==> images/final_clocks.png <==
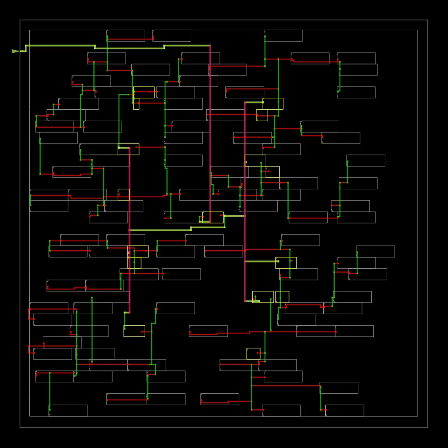
==> images/met2.png <==
Scale: 4 px per µm. Cells faint in the background.
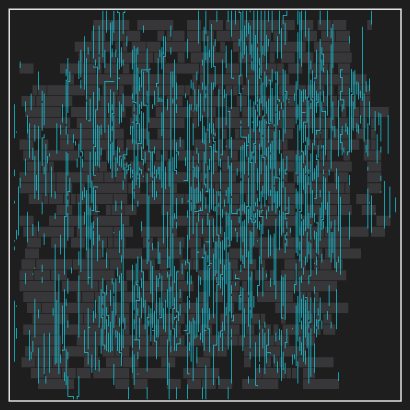
==> images/cell_classes.png <==
Scale: 4 px per µm. Fill, decap, tap and diode cells in grey.
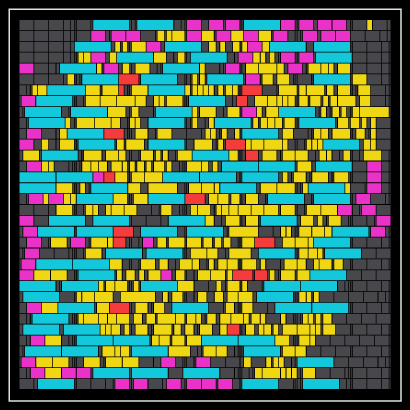
==> images/clock_map.png <==
Scale: 4 px per µm.
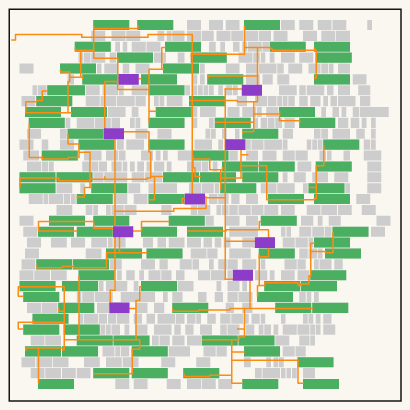
==> images/port_nets.png <==
Scale: 4 px per µm.
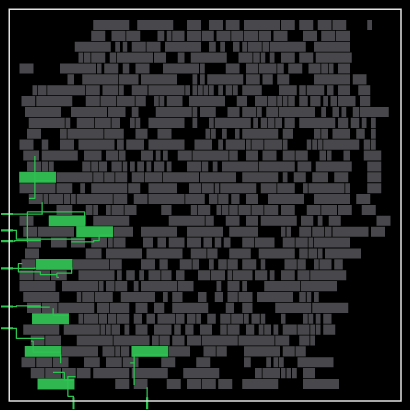
--- config.mk ---
export PLATFORM = sky130hd
export DESIGN_NAME = prga_decrypt_fsm
export DESIGN_NICKNAME = d
export VERILOG_FILES = /design/src/rtl/prga_decrypt_fsm.sv
export SDC_FILE = /design/constraint.sdc
export NUM_CORES = 1
export LEC_CHECK = 0
export CORE_MARGIN = 2
export CORE_UTILIZATION = 59
export CTS_CLUSTER_DIAMETER = 150
export CTS_CLUSTER_SIZE = 40
export DETAILED_ROUTE_END_ITERATION = 10
export GPL_TIMING_DRIVEN = 1
export PLACE_DENSITY = 0.84
export SLEW_MARGIN = 0
export SYNTH_ARGS = -nofsm -noshare
export SYNTH_HDL_FRONTEND = slang
export SYNTH_SLANG_ARGS = --single-unit
--- constraint.sdc ---
create_clock -name clk -period 5.5 [get_ports clk]
set_input_delay 0.825 -clock clk [delete_from_list [all_inputs] [get_ports clk]]
set_output_delay 0.825 -clock clk [all_outputs]
set_load 0.01 [all_outputs]
--- src/rtl/prga_decrypt_fsm.sv ---
// prga_decrypt_fsm: RC4 pseudo-random generation and decrypt stage.
// Walks i/j over the S RAM left by the key-schedule shuffle, swaps S[i]/S[j],
// fetches the keystream byte S[S[i]+S[j]] and writes keystream XOR ciphertext
// to the decrypted-message RAM, one byte per pass of the loop.
// Optional feature macro: CHAR_CHECK_EN (reject plaintext outside a-z / space).
module prga_decrypt_fsm #(
    parameter int unsigned MSG_LEN = 32,
    parameter int unsigned RD_LAT  = 2
) (
    input  logic       clk,
    input  logic       reset,
    input  logic       start,
    input  logic       stop,
    input  logic [7:0] s_q,
    output logic [7:0] s_address,
    output logic [7:0] s_data,
    output logic       s_wren,
    output logic       s_rden,
    output logic [7:0] msg_address,
    input  logic [7:0] msg_q,
    output logic [7:0] dec_address,
    output logic [7:0] dec_data,
    output logic       dec_wren,
    output logic       busy,
    output logic       done,
    output logic       fail
);

    localparam int unsigned WAIT_W    = 8;
    localparam logic [WAIT_W-1:0] WAIT_INIT = WAIT_W'(RD_LAT - 1);
    localparam logic [7:0]        K_LAST    = 8'(MSG_LEN - 1);

    typedef enum logic [3:0] {
        S_IDLE   = 4'd0,
        S_INC_I  = 4'd1,
        S_RD_SI  = 4'd2,
        S_CAP_SI = 4'd3,
        S_RD_SJ  = 4'd4,
        S_CAP_SJ = 4'd5,
        S_WR_SI  = 4'd6,
        S_WR_SJ  = 4'd7,
        S_RD_F   = 4'd8,
        S_CAP_F  = 4'd9,
        S_WR_DEC = 4'd10,
        S_NEXT   = 4'd11,
        S_DONE   = 4'd12
`ifdef CHAR_CHECK_EN
        ,
        S_FAIL   = 4'd13
`endif
    } state_t;

    state_t            state_q, state_d;
    logic [WAIT_W-1:0] wait_q, wait_d;

    logic [7:0] i_q, i_d, j_q, j_d, k_q, k_d;
    logic [7:0] si_q, si_d, sj_q, sj_d, f_q, f_d, enc_q, enc_d;
    logic       stop_pend_q, stop_pend_d;

    logic [7:0] s_address_q, s_address_d, s_data_q, s_data_d;
    logic       s_wren_q, s_wren_d, s_rden_q, s_rden_d;
    logic [7:0] msg_address_q, msg_address_d;
    logic [7:0] dec_address_q, dec_address_d, dec_data_q, dec_data_d;
    logic       dec_wren_q, dec_wren_d;
    logic       busy_q, busy_d, done_q, done_d, fail_q, fail_d;

`ifdef CHAR_CHECK_EN
    // Plaintext is accepted only as lowercase letters or space
    function automatic logic char_ok(input logic [7:0] c);
        return (c == 8'h20) || ((c >= 8'h61) && (c <= 8'h7A));
    endfunction
`endif

    // State and read-latency counter registers
    always_ff @(posedge clk or posedge reset) begin
        if (reset) begin
            state_q <= S_IDLE;
            wait_q  <= '0;
        end else begin
            state_q <= state_d;
            wait_q  <= wait_d;
        end
    end

    // Next-state logic; every read state dwells RD_LAT clocks
    always_comb begin
        state_d = state_q;
        wait_d  = wait_q;
        case (state_q)
            S_IDLE:   if (start) state_d = S_INC_I;
            S_INC_I: begin
                state_d = S_RD_SI;
                wait_d  = WAIT_INIT;
            end
            S_RD_SI: begin
                if (wait_q == '0) state_d = S_CAP_SI;
                else              wait_d  = wait_q - WAIT_W'(1);
            end
            S_CAP_SI: begin
                state_d = S_RD_SJ;
                wait_d  = WAIT_INIT;
            end
            S_RD_SJ: begin
                if (wait_q == '0) state_d = S_CAP_SJ;
                else              wait_d  = wait_q - WAIT_W'(1);
            end
            S_CAP_SJ: state_d = S_WR_SI;
            S_WR_SI:  state_d = S_WR_SJ;
            S_WR_SJ: begin
                state_d = S_RD_F;
                wait_d  = WAIT_INIT;
            end
            S_RD_F: begin
                if (wait_q == '0) state_d = S_CAP_F;
                else              wait_d  = wait_q - WAIT_W'(1);
            end
            S_CAP_F:  state_d = S_WR_DEC;
`ifdef CHAR_CHECK_EN
            S_WR_DEC: state_d = char_ok(dec_data_q) ? S_NEXT : S_FAIL;
            S_FAIL:   if (start) state_d = S_INC_I;
`else
            S_WR_DEC: state_d = S_NEXT;
`endif
            S_NEXT: begin
                if (stop || stop_pend_q) state_d = S_IDLE;
                else if (k_q == K_LAST)  state_d = S_DONE;
                else                     state_d = S_INC_I;
            end
            S_DONE:   if (start) state_d = S_INC_I;
            default:  state_d = S_IDLE;
        endcase
    end

    // Datapath updates for the current state, then registered outputs for the state being entered
    always_comb begin
        i_d           = i_q;
        j_d           = j_q;
        k_d           = k_q;
        si_d          = si_q;
        sj_d          = sj_q;
        f_d           = f_q;
        enc_d         = enc_q;
        stop_pend_d   = stop_pend_q;
        s_address_d   = s_address_q;
        s_data_d      = s_data_q;
        s_wren_d      = 1'b0;
        s_rden_d      = 1'b1;
        msg_address_d = msg_address_q;
        dec_address_d = dec_address_q;
        dec_data_d    = dec_data_q;
        dec_wren_d    = 1'b0;
        busy_d        = 1'b1;
        done_d        = 1'b0;
        fail_d        = 1'b0;

        case (state_q)
            S_INC_I:  i_d = i_q + 8'd1;
            S_CAP_SI: begin
                si_d = s_q;
                j_d  = j_q + s_q;
            end
            S_CAP_SJ: sj_d = s_q;
            S_CAP_F: begin
                f_d   = s_q;
                enc_d = msg_q;
            end
            S_NEXT: begin
                if (!(stop || stop_pend_q) && (k_q != K_LAST)) k_d = k_q + 8'd1;
            end
            default: ;
        endcase

        // A stop seen mid-byte is remembered until the byte completes
        if (busy_q && stop) stop_pend_d = 1'b1;
        if (state_d == S_IDLE) stop_pend_d = 1'b0;

        // Accepted start begins a fresh message with i = j = k = 0
        if (start && !busy_q && (state_d == S_INC_I)) begin
            i_d         = 8'd0;
            j_d         = 8'd0;
            k_d         = 8'd0;
            stop_pend_d = 1'b0;
        end

        case (state_d)
            S_IDLE: busy_d = 1'b0;
            S_DONE: begin
                busy_d = 1'b0;
                done_d = 1'b1;
            end
`ifdef CHAR_CHECK_EN
            S_FAIL: begin
                busy_d = 1'b0;
                fail_d = 1'b1;
            end
`endif
            S_RD_SI: s_address_d = i_d;
            S_RD_SJ: s_address_d = j_d;
            S_WR_SI: begin
                s_address_d = i_d;
                s_data_d    = sj_d;
                s_wren_d    = 1'b1;
                s_rden_d    = 1'b0;
            end
            S_WR_SJ: begin
                s_address_d = j_d;
                s_data_d    = si_d;
                s_wren_d    = 1'b1;
                s_rden_d    = 1'b0;
            end
            S_RD_F: begin
                s_address_d   = si_d + sj_d;
                msg_address_d = k_d;
            end
            S_WR_DEC: begin
                dec_address_d = k_d;
                dec_data_d    = f_d ^ enc_d;
                dec_wren_d    = 1'b1;
            end
            default: ;
        endcase
    end

    // Datapath and output registers
    always_ff @(posedge clk or posedge reset) begin
        if (reset) begin
            i_q           <= '0;
            j_q           <= '0;
            k_q           <= '0;
            si_q          <= '0;
            sj_q          <= '0;
            f_q           <= '0;
            enc_q         <= '0;
            stop_pend_q   <= 1'b0;
            s_address_q   <= '0;
            s_data_q      <= '0;
            s_wren_q      <= 1'b0;
            s_rden_q      <= 1'b1;
            msg_address_q <= '0;
            dec_address_q <= '0;
            dec_data_q    <= '0;
            dec_wren_q    <= 1'b0;
            busy_q        <= 1'b0;
            done_q        <= 1'b0;
            fail_q        <= 1'b0;
        end else begin
            i_q           <= i_d;
            j_q           <= j_d;
            k_q           <= k_d;
            si_q          <= si_d;
            sj_q          <= sj_d;
            f_q           <= f_d;
            enc_q         <= enc_d;
            stop_pend_q   <= stop_pend_d;
            s_address_q   <= s_address_d;
            s_data_q      <= s_data_d;
            s_wren_q      <= s_wren_d;
            s_rden_q      <= s_rden_d;
            msg_address_q <= msg_address_d;
            dec_address_q <= dec_address_d;
            dec_data_q    <= dec_data_d;
            dec_wren_q    <= dec_wren_d;
            busy_q        <= busy_d;
            done_q        <= done_d;
            fail_q        <= fail_d;
        end
    end

    assign s_address   = s_address_q;
    assign s_data      = s_data_q;
    assign s_wren      = s_wren_q;
    assign s_rden      = s_rden_q;
    assign msg_address = msg_address_q;
    assign dec_address = dec_address_q;
    assign dec_data    = dec_data_q;
    assign dec_wren    = dec_wren_q;
    assign busy        = busy_q;
    assign done        = done_q;
`ifdef CHAR_CHECK_EN
    assign fail        = fail_q;
`else
    assign fail        = 1'b0;
`endif

endmodule

==> results.rst <==
Metrics
=======

.. list-table::
   :header-rows: 1

   * - Metric
     - Value
   * - Worst setup path startpoint
     - state_q[3]
   * - Post-Syn Area
     - ~0.0052 mm²
   * - Resize count post-CTS
     - 0
   * - Floorplan-stage core utilization
     - 0.6013
   * - Total of endpoints with negative setup slack in the final report
     - 0
   * - Unrepaired setup endpoints after global routing
     - no
   * - Buffer count excluding the clock tree in the final layout
     - approximately 67
   * - Yosys Chip Area
     - 0.005167 mm²
   * - All-layer global routing usage
     - 0.2522
   * - Run status
     - completed
   * - Final Skew
     - between 10 and 15 ps
   * - TritonCTS clock tree
     - done
   * - Final Power
     - 3.676 mW
   * - Hold Crit Endpoint
     - s_data[3]
   * - Root buffer cell
     - sky130_fd_sc_hd__clkbuf_8
   * - Most common cell in the synthesized netlist
     - sky130_fd_sc_hd__dfrtp_1
   * - Count of tool warnings
     - 26
   * - Vertical die dimension
     - 97.59 µm
   * - GRT overflow
     - 0
   * - Maximum Capacitance Violations
     - 0
   * - Crit Path Category
     - reg -> reg
   * - Max-slew violations
     - 0
   * - Average instance area after synthesis
     - approximately 11 µm²
   * - Placer congestion estimate
     - 0.8983
   * - Cell area after placement
     - 0.005849 mm²
   * - Nets
     - approximately 590
   * - Count of hold-fix buffers inserted at cts
     - 0
   * - WP data arrival
     - about 4300 ps
   * - Clock buffer cells
     - 10
   * - Non-clock inverter total of the final layout
     - 21
   * - Static leakage
     - 2.663 nW
   * - Final tally of hold violations
     - 0
   * - Worst flop-to-flop path endpoint
     - s_address[7]
   * - Footprint of the flip-flops and latches
     - 0.002454 mm²
   * - Fraction of area in multi-input gates
     - 0.4175
   * - Tally of yosys warning messages
     - 0
   * - Sort of element at the end of the critical path
     - flip-flop
   * - H-Tree Depth
     - 3
   * - EDFF count, synth
     - 0
   * - Total negative slack
     - 0 ps
   * - Placed wire-length estimate after detailed placement
     - 8.418 mm
   * - Layout filler cell count
     - 660
   * - Clock buffer and inverter area fraction after layout
     - 0.02948
   * - Initial DRC count
     - 272
   * - Number of CTS-inserted buffers
     - 9
   * - Hold path cells
     - 2
   * - Total instance count after detailed placement
     - 644
   * - Top area cells in the synthesized netlist
     - sky130_fd_sc_hd__dfrtp_1, sky130_fd_sc_hd__mux2_2, sky130_fd_sc_hd__ha_1, sky130_fd_sc_hd__nor2_1, sky130_fd_sc_hd__xnor2_1
   * - XOR/XNOR Area Share
     - 0.06610
   * - Clock buffer depth
     - 2
   * - Setup bufs post-CTS
     - 0
   * - Portion of the post-synthesis area used by sequential elements
     - 0.4748
   * - Mux share of post-synthesis cell area
     - 0.09153
   * - Slew Limit Headroom
     - 0.3619
   * - Worst Reg2Reg Path Length in Cells
     - 12
   * - Seq_cells
     - between 90 and 100
   * - Cell type taking the most area
     - logic gates
   * - Upper clock frequency limit
     - 0.2518 GHz
   * - Proportion of final cell area spent on non-clock buffers
     - 0.1100
   * - Hold slack final
     - roughly 490 ps
   * - Logic area
     - 0.002516 mm²
   * - Number of standard cells after synthesis
     - between 400 and 500
   * - Least setup slack across all paths after layout
     - around 1500 ps
   * - Chip Footprint
     - 0.009523 mm²
   * - Reg-to-reg slack, setup
     - 1530 ps
   * - Final routed wire length divided by cell count
     - approximately 18 µm
   * - Residual antenna-violating net count after detailed routing
     - 0
   * - PD cells
     - 609.9 mW/mm²
   * - Comb area leader
     - simple AND/OR/NAND/NOR gates
   * - Vias per std cell
     - 5.894
   * - Number of distinct library cells after synthesis
     - roughly 67
   * - Cell type with the highest aggregate area in the netlist
     - sky130_fd_sc_hd__dfrtp_1
   * - AND/OR/NAND/NOR Cells, Area Fraction
     - 0.1646
   * - Final critical path time including I/O delays and setup
     - just under 4000 ps
   * - AND-OR/OR-AND Cells, Area Fraction
     - 0.1140
   * - Syn-to-layout area delta
     - 16.63%
   * - Total nets after synthesis
     - 530
   * - Post-synthesis cell count from yosys
     - 491
   * - Clock-pin slew on the worst setup and hold paths
     - ~100 ps
   * - End of the critical path
     - s_address[7]
   * - Maximum resistive drop on vdd
     - 0.3034 mV
   * - Area share of the largest cell type after synthesis
     - 0.4697
   * - Final routed DRC violation total
     - 0
   * - Global-route wire length before repair
     - 19.18 mm
Notes on final_clocks.png above:
count of clock tree sinks: 98
worst skew pair latency: 360 ps

Notes on met2.png above:
- longest straight run: 51.0 µm
- wire length on this layer: 5510 µm
- main direction: vertical
global-route met2 utilization: 0.3958
total via count after detailed routing: 3890
total wire length after detailed routing: 11.74 mm

Notes on cell_classes.png above:
- cyan: flip-flops (cells 98)
- magenta: other buffers and delay cells (cells 67)
- red: clock drivers and dummy loads (cells 16)
- yellow: all other logic (cells 371)
sequential portion of the cell area: 0.4071
post-route standard cell area excluding fillers: 0.006027 mm²
row count: 34
Std-Cell Core Area: 0.008593 mm²
Finished Core Util: 0.7014

Notes on clock_map.png above:
- purple: cells driving clock nets (count 9)
- green: flip-flops (count 98)
- orange: clock wires (length 1130 µm)
- routed clock nets: 10
- flops lie: all over the die
clock distribution power: 0.434 mW
Clk pwr share: 0.118

Notes on port_nets.png above:
- green: msg_address (bits 8; direction output; end cells 8; buffers 8; wire 194 µm)
IO Pins: 66
number of buffers added on ports: 64

where the power goes:
group,total (mW),internal [mW],switching (mW)
clock,0.434,0.170,0.264
sequential,1.20,0.998,0.203
combinational,2.04,0.925,1.12
state kept, by name (all words and copies together), names as in the netlist:
| signal | cells |
|---|---|
| wait_q | 8 |
| s_wren | 1 |
| stop_pend_q | 1 |
| s_rden | 1 |
| i_q | 8 |
| sj_q | 8 |
| s_address | 8 |
| si_q | 8 |
| msg_address | 8 |
| k_q | 8 |
| done | 1 |
| busy | 1 |
| state_q | 4 |
| dec_data | 8 |
| dec_wren | 1 |
| s_data | 8 |
| dec_address | 8 |
| j_q | 8 |
worst max-delay path, stage by stage (launching register included):
cell                        delay (ps)
sky130_fd_sc_hd__dfrtp_1           610
sky130_fd_sc_hd__nor2_1            270
sky130_fd_sc_hd__nand3_1           710
sky130_fd_sc_hd__mux2i_1           530
sky130_fd_sc_hd__inv_1             130
sky130_fd_sc_hd__ha_1              310
sky130_fd_sc_hd__a21o_1            200
sky130_fd_sc_hd__a211oi_1          230
sky130_fd_sc_hd__nor2_1             90
sky130_fd_sc_hd__o41ai_1           330
sky130_fd_sc_hd__xnor2_1           170
sky130_fd_sc_hd__a22oi_1            90
sky130_fd_sc_hd__a2bb2oi_1         210
placed cells by master (no fill, tap or decap), types with 3 or more instances in the layout:
| cell | instances |
|---|---|
| sky130_fd_sc_hd__a221o_1 | 3 |
| sky130_fd_sc_hd__or3_1 | 3 |
| sky130_fd_sc_hd__o2111ai_1 | 3 |
| sky130_fd_sc_hd__xor2_1 | 17 |
| sky130_fd_sc_hd__nor2b_1 | 6 |
| sky130_fd_sc_hd__inv_6 | 3 |
| sky130_fd_sc_hd__ha_1 | 17 |
| sky130_fd_sc_hd__nand2b_1 | 6 |
| sky130_fd_sc_hd__clkdlybuf4s50_1 | 64 |
| sky130_fd_sc_hd__a21oi_1 | 21 |
| sky130_fd_sc_hd__nor2_1 | 54 |
| sky130_fd_sc_hd__mux2_2 | 26 |
| sky130_fd_sc_hd__a311oi_1 | 5 |
| sky130_fd_sc_hd__nor3_2 | 4 |
| sky130_fd_sc_hd__clkbuf_8 | 9 |
| sky130_fd_sc_hd__mux2i_1 | 18 |
| sky130_fd_sc_hd__nand2_1 | 39 |
| sky130_fd_sc_hd__o211ai_1 | 4 |
| sky130_fd_sc_hd__nand3_1 | 7 |
| sky130_fd_sc_hd__and3_1 | 8 |
| sky130_fd_sc_hd__buf_4 | 3 |
| sky130_fd_sc_hd__inv_1 | 19 |
| sky130_fd_sc_hd__o22a_1 | 3 |
| sky130_fd_sc_hd__dfrtp_1 | 97 |
| sky130_fd_sc_hd__or4_1 | 4 |
| sky130_fd_sc_hd__o21bai_1 | 3 |
| sky130_fd_sc_hd__nor3_1 | 7 |
| sky130_fd_sc_hd__o21ai_0 | 16 |
| sky130_fd_sc_hd__nand4_1 | 8 |
| sky130_fd_sc_hd__xnor2_1 | 22 |
per-layer routing:
layer / wire length (µm) / GRT usage
met1: 5425 / 0.3554
met2: 5508 / 0.3958
met3: 526 / 0.04101
met4: 276 / 0.09615
met5: 0 / 0
Power and IR drop assume default switching activity.
